[config.mk]
export PLATFORM = sky130hd
export DESIGN_NAME = alu_execute
export DESIGN_NICKNAME = d
export VERILOG_FILES = /design/src/rtl/alu_execute.sv
export SDC_FILE = /design/constraint.sdc
export NUM_CORES = 1
export LEC_CHECK = 0
export CAP_MARGIN = 20
export CORE_ASPECT_RATIO = 0.75
export CORE_MARGIN = 1.5
export CORE_UTILIZATION = 25
export CTS_BUF_LIST = sky130_fd_sc_hd__clkbuf_16
export DETAILED_ROUTE_END_ITERATION = 7
export SYNTH_ARGS = -nofsm -noshare
export SYNTH_HDL_FRONTEND = slang
export SYNTH_SLANG_ARGS = --single-unit
[constraint.sdc]
create_clock -name clk -period 5.4 [get_ports clk]
set_clock_uncertainty 0.05 [all_clocks]
set_input_delay 1.62 -clock clk [delete_from_list [all_inputs] [get_ports clk]]
set_output_delay 1.62 -clock clk [all_outputs]
set_load 0.005 [all_outputs]
[src/rtl/alu_execute.sv]
// RV32 execute stage: ALU with registered valid/ready output and an optional 1-bit/cycle shifter.
// Latency 1 edge (non-shift/barrel), shamt+1 edges (serial shift); stalls upstream while shifting or output is blocked.
module alu_execute #(
    parameter int XLEN         = 32,
    parameter bit SHIFT_SERIAL = 1'b1
) (
    input  logic            clk,
    input  logic            reset,
    input  logic            in_valid,
    output logic            in_ready,
    input  logic [3:0]      alu_decode,
    input  logic [XLEN-1:0] op_a,
    input  logic [XLEN-1:0] op_b,
    input  logic [4:0]      rd_in,
    output logic            out_valid,
    input  logic            out_ready,
    output logic [XLEN-1:0] result,
    output logic [4:0]      rd_out,
    output logic            zero,
    output logic            busy
);

    localparam logic [0:0] IDLE  = 1'b0;
    localparam logic [0:0] SHIFT = 1'b1;

    localparam logic [3:0] OP_ADD  = 4'd0;
    localparam logic [3:0] OP_SUB  = 4'd1;
    localparam logic [3:0] OP_SLL  = 4'd2;
    localparam logic [3:0] OP_SLT  = 4'd3;
    localparam logic [3:0] OP_SLTU = 4'd4;
    localparam logic [3:0] OP_XOR  = 4'd5;
    localparam logic [3:0] OP_SRL  = 4'd6;
    localparam logic [3:0] OP_SRA  = 4'd7;
    localparam logic [3:0] OP_OR   = 4'd8;
    localparam logic [3:0] OP_AND  = 4'd9;

    logic [0:0]      state_q, state_d;
    logic            out_valid_q, out_valid_d;
    logic [XLEN-1:0] result_q, result_d;
    logic [4:0]      rd_q, rd_d;
    logic            zero_q, zero_d;
    logic [4:0]      cnt_q, cnt_d;
    logic [XLEN-1:0] sh_q, sh_d;
    logic [3:0]      sh_op_q, sh_op_d;
    logic [4:0]      sh_rd_q, sh_rd_d;

    logic            out_free;
    logic            accept;
    logic            is_shift;
    logic            serial_start;
    logic            shift_done;
    logic            write_out;
    logic [XLEN-1:0] alu_res;
    logic [XLEN-1:0] wr_res;
    logic [XLEN-1:0] sh_step;

    function automatic logic [XLEN-1:0] alu_f(input logic [3:0] op,
                                              input logic [XLEN-1:0] a,
                                              input logic [XLEN-1:0] b);
        logic [XLEN-1:0] r;
        r = '0;
        case (op)
            OP_ADD:  r = a + b;
            OP_SUB:  r = a - b;
            OP_SLL:  r = a << b[4:0];
            OP_SLT:  r = {{(XLEN-1){1'b0}}, $signed(a) < $signed(b)};
            OP_SLTU: r = {{(XLEN-1){1'b0}}, a < b};
            OP_XOR:  r = a ^ b;
            OP_SRL:  r = a >> b[4:0];
            OP_SRA:  r = $unsigned($signed(a) >>> b[4:0]);
            OP_OR:   r = a | b;
            OP_AND:  r = a & b;
            default: r = '0;
        endcase
        return r;
    endfunction

    assign out_free     = !out_valid_q || out_ready;
    assign in_ready     = reset && (state_q == IDLE) && out_free;
    assign accept       = in_valid && in_ready;
    assign is_shift     = (alu_decode == OP_SLL) || (alu_decode == OP_SRL) || (alu_decode == OP_SRA);
    assign serial_start = accept && SHIFT_SERIAL && is_shift;
    assign shift_done   = (state_q == SHIFT) && (cnt_q == 5'd0) && out_free;
    assign write_out    = (accept && !serial_start) || shift_done;
    assign alu_res      = alu_f(alu_decode, op_a, op_b);
    assign wr_res       = shift_done ? sh_q : alu_res;

    always_comb begin
        case (sh_op_q)
            OP_SLL:  sh_step = {sh_q[XLEN-2:0], 1'b0};
            OP_SRL:  sh_step = {1'b0, sh_q[XLEN-1:1]};
            default: sh_step = {sh_q[XLEN-1], sh_q[XLEN-1:1]};
        endcase
    end

    always_comb begin
        state_d     = state_q;
        out_valid_d = out_valid_q;
        result_d    = result_q;
        rd_d        = rd_q;
        zero_d      = zero_q;
        cnt_d       = cnt_q;
        sh_d        = sh_q;
        sh_op_d     = sh_op_q;
        sh_rd_d     = sh_rd_q;

        // A new result on a handshake edge replaces the one being consumed.
        if (write_out) begin
            out_valid_d = 1'b1;
            result_d    = wr_res;
            rd_d        = shift_done ? sh_rd_q : rd_in;
            zero_d      = (wr_res == '0);
        end else if (out_ready) begin
            out_valid_d = 1'b0;
        end

        case (state_q)
            IDLE: begin
                if (serial_start) begin
                    state_d = SHIFT;
                    sh_d    = op_a;
                    cnt_d   = op_b[4:0];
                    sh_op_d = alu_decode;
                    sh_rd_d = rd_in;
                end
            end
            default: begin
                if (cnt_q != 5'd0) begin
                    sh_d  = sh_step;
                    cnt_d = cnt_q - 5'd1;
                end else if (out_free) begin
                    state_d = IDLE;
                end
            end
        endcase
    end

    always_ff @(posedge clk) begin
        if (!reset) begin
            state_q     <= IDLE;
            out_valid_q <= 1'b0;
            result_q    <= '0;
            rd_q        <= '0;
            zero_q      <= 1'b0;
            cnt_q       <= '0;
            sh_q        <= '0;
            sh_op_q     <= '0;
            sh_rd_q     <= '0;
        end else begin
            state_q     <= state_d;
            out_valid_q <= out_valid_d;
            result_q    <= result_d;
            rd_q        <= rd_d;
            zero_q      <= zero_d;
            cnt_q       <= cnt_d;
            sh_q        <= sh_d;
            sh_op_q     <= sh_op_d;
            sh_rd_q     <= sh_rd_d;
        end
    end

    assign out_valid = out_valid_q;
    assign result    = result_q;
    assign rd_out    = rd_q;
    assign zero      = zero_q;
    assign busy      = (state_q != IDLE);

endmodule

density.png
(1.5 px per um) The die is cut into 27 by 20 equal tiles; black is low, pale yellow is high, 0 to 100% covered.
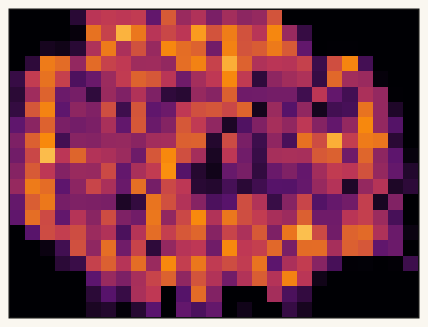
mean over tiles	34%
densest ninth of the die	top centre
emptiest ninth of the die	upper right
fullest tile	86%
tiles over 75% full	1.3%
fp_density: 25.4%
fin util: 37.1%
core area: 0.0533 mm2

==> impl_metrics.ini <==
; generated from flow reports
[timing]
maxSlewHeadroom_pct = 27.1
timing.hold.ws_ns = 0.409
worst_slack_ns = -0.0716
rsz0062_at_grt = yes
setup_viol = 1

[layout]
nClkBuffers = 9
clk_share_pct = 1.52
n_all_buffers = 674
buf_share_pct = 28.1
drive_above_1_share_pct = 27.9
nFillCells = 5750
seq_cells = 86
logic_area_mm2 = 0.0109
lay_top_cells = buf_4, nand2_1, nor2_1, a21oi_1, clkdlybuf4s50_1
nNonClkInverters = 110
antenna_cells = 1

[synthesis]
synth-edff-count = 0
netlist_instances = 1917
top_area_share_pct = 12.7
synth_async_sr_flop_share_pct = 0
ys_sh_adder_pct = 9.43
top_logic_kind = AND-OR/OR-AND gates
largest_area_cell = dfxtp_1

[global_route]
grt_pass1_wl_mm = 126
antenna_found_initial = 6
globalRouteOverflowTotal = 0

[worst_setup_path]
critPathSlowestCell = clkdlybuf4s50_1
critical_path.startpoint = op_a[19]
required_ns = 5.65
reg2reg_to = zero
r2r-start = cnt_q[0]
path_max_fanout = 7
crit_buf_inv = 5
crit_cells = 15
crit_chain = clkdlybuf4s50_1 -> buf_4 -> buf_4 -> mux4_2 -> mux2i_1 -> buf_4 -> nor2_1 -> nor3_1 -> buf_4 -> nand4_1 -> o31ai_1 -> o2111a_1 -> and4b_1 -> nand4_1 -> o31ai_2

[floorplanning]
die_x_um = 272
num_io_pins = 118
taps = 712

[clocking]
insertion_delay_ns = 0.37
cts_tree = yes
clkSlewWorstSetupHoldPaths_ns = 0.09
ctsRootBufferMaster = clkbuf_16

[drt]
drtAntennaViolNets = 0
dr.pass1.iters = 6
wl_per_cell_um = 27.9

[outcome]
status = finished, violations left
violations = setup timing

[power]
powerDensity_mw_per_mm2 = 166
ir_drop_mv = 0.129
p_total_uw = 3270
final_clocks.png
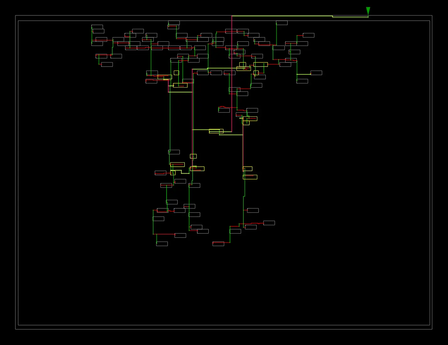
number of buffers created by CTS: 9
P_clk: 665 uW

## flip-flops by register name (all words and copies together) (netlist names)
register,count
busy,1
cnt_q,5
sh_q,32
sh_op_q,4
result,32
zero,1
sh_rd_q,5
out_valid,1
rd_out,5
## power breakdown
| group | switching (uW) | total (uW) | internal [uW] |
|---|---|---|---|
| Sequential | 27.7 | 694 | 666 |
| Combinational | 1090 | 1920 | 828 |
| Clock | 336 | 665 | 329 |
## worst min-delay path by stage
stage / cells past startpoint / end / startpoint / slack (ns)
after floorplan: 2 / sh_op_q[1] / sh_op_q[1] / 0.38
after global placement: 2 / sh_op_q[1] / sh_op_q[1] / 0.39
after detailed placement: 2 / result[7] / result[7] / 0.40
after CTS: 2 / result[7] / result[7] / 0.41
after global routing: 2 / result[6] / result[6] / 0.43
final: 2 / result[7] / result[7] / 0.41
## timing repair
action	CTS	global route
setup endpoints to repair	1	6
pin swaps	6	11
resized	4	19
hold endpoints to repair	0	0
buffers inserted	1	3
## per-stage QoR
stage	setup WS [ns]	area (um2)	setup TNS, ns
after CTS	0.0133	19700	0
after global placement	-0.516	19300	-1.48
after global routing	-0.0836	19800	-0.0836
after detailed placement	-0.448	19400	-1.76
final	-0.0716	19800	-0.0716
after floorplan	0.0109	13600	0
## worst reg2reg max path, stage by stage, from the launching register on
cell	delay (ns)
dfxtp_1	0.32
inv_1	0.12
ha_1	0.15
or3b_1	0.42
nor3_2	0.53
buf_4	0.26
a21o_1	0.34
buf_4	0.25
nor2_1	0.16
a221o_1	0.34
a21oi_1	0.33
nand2_1	0.16
nor4_2	0.34
nand4_1	0.16
o31ai_2	0.18
## per-layer routing
metal  vias up  global-route usage [%]  wire (um)
met5         -                       0         31
met2      1070                    45.2      35800
li1       8194                       -          -
met4         6                    8.19       2710
met3       168                    7.58      10100
met1      9083                    44.7      39700
No activity file was given, so power comes from the tool's default toggle rates.
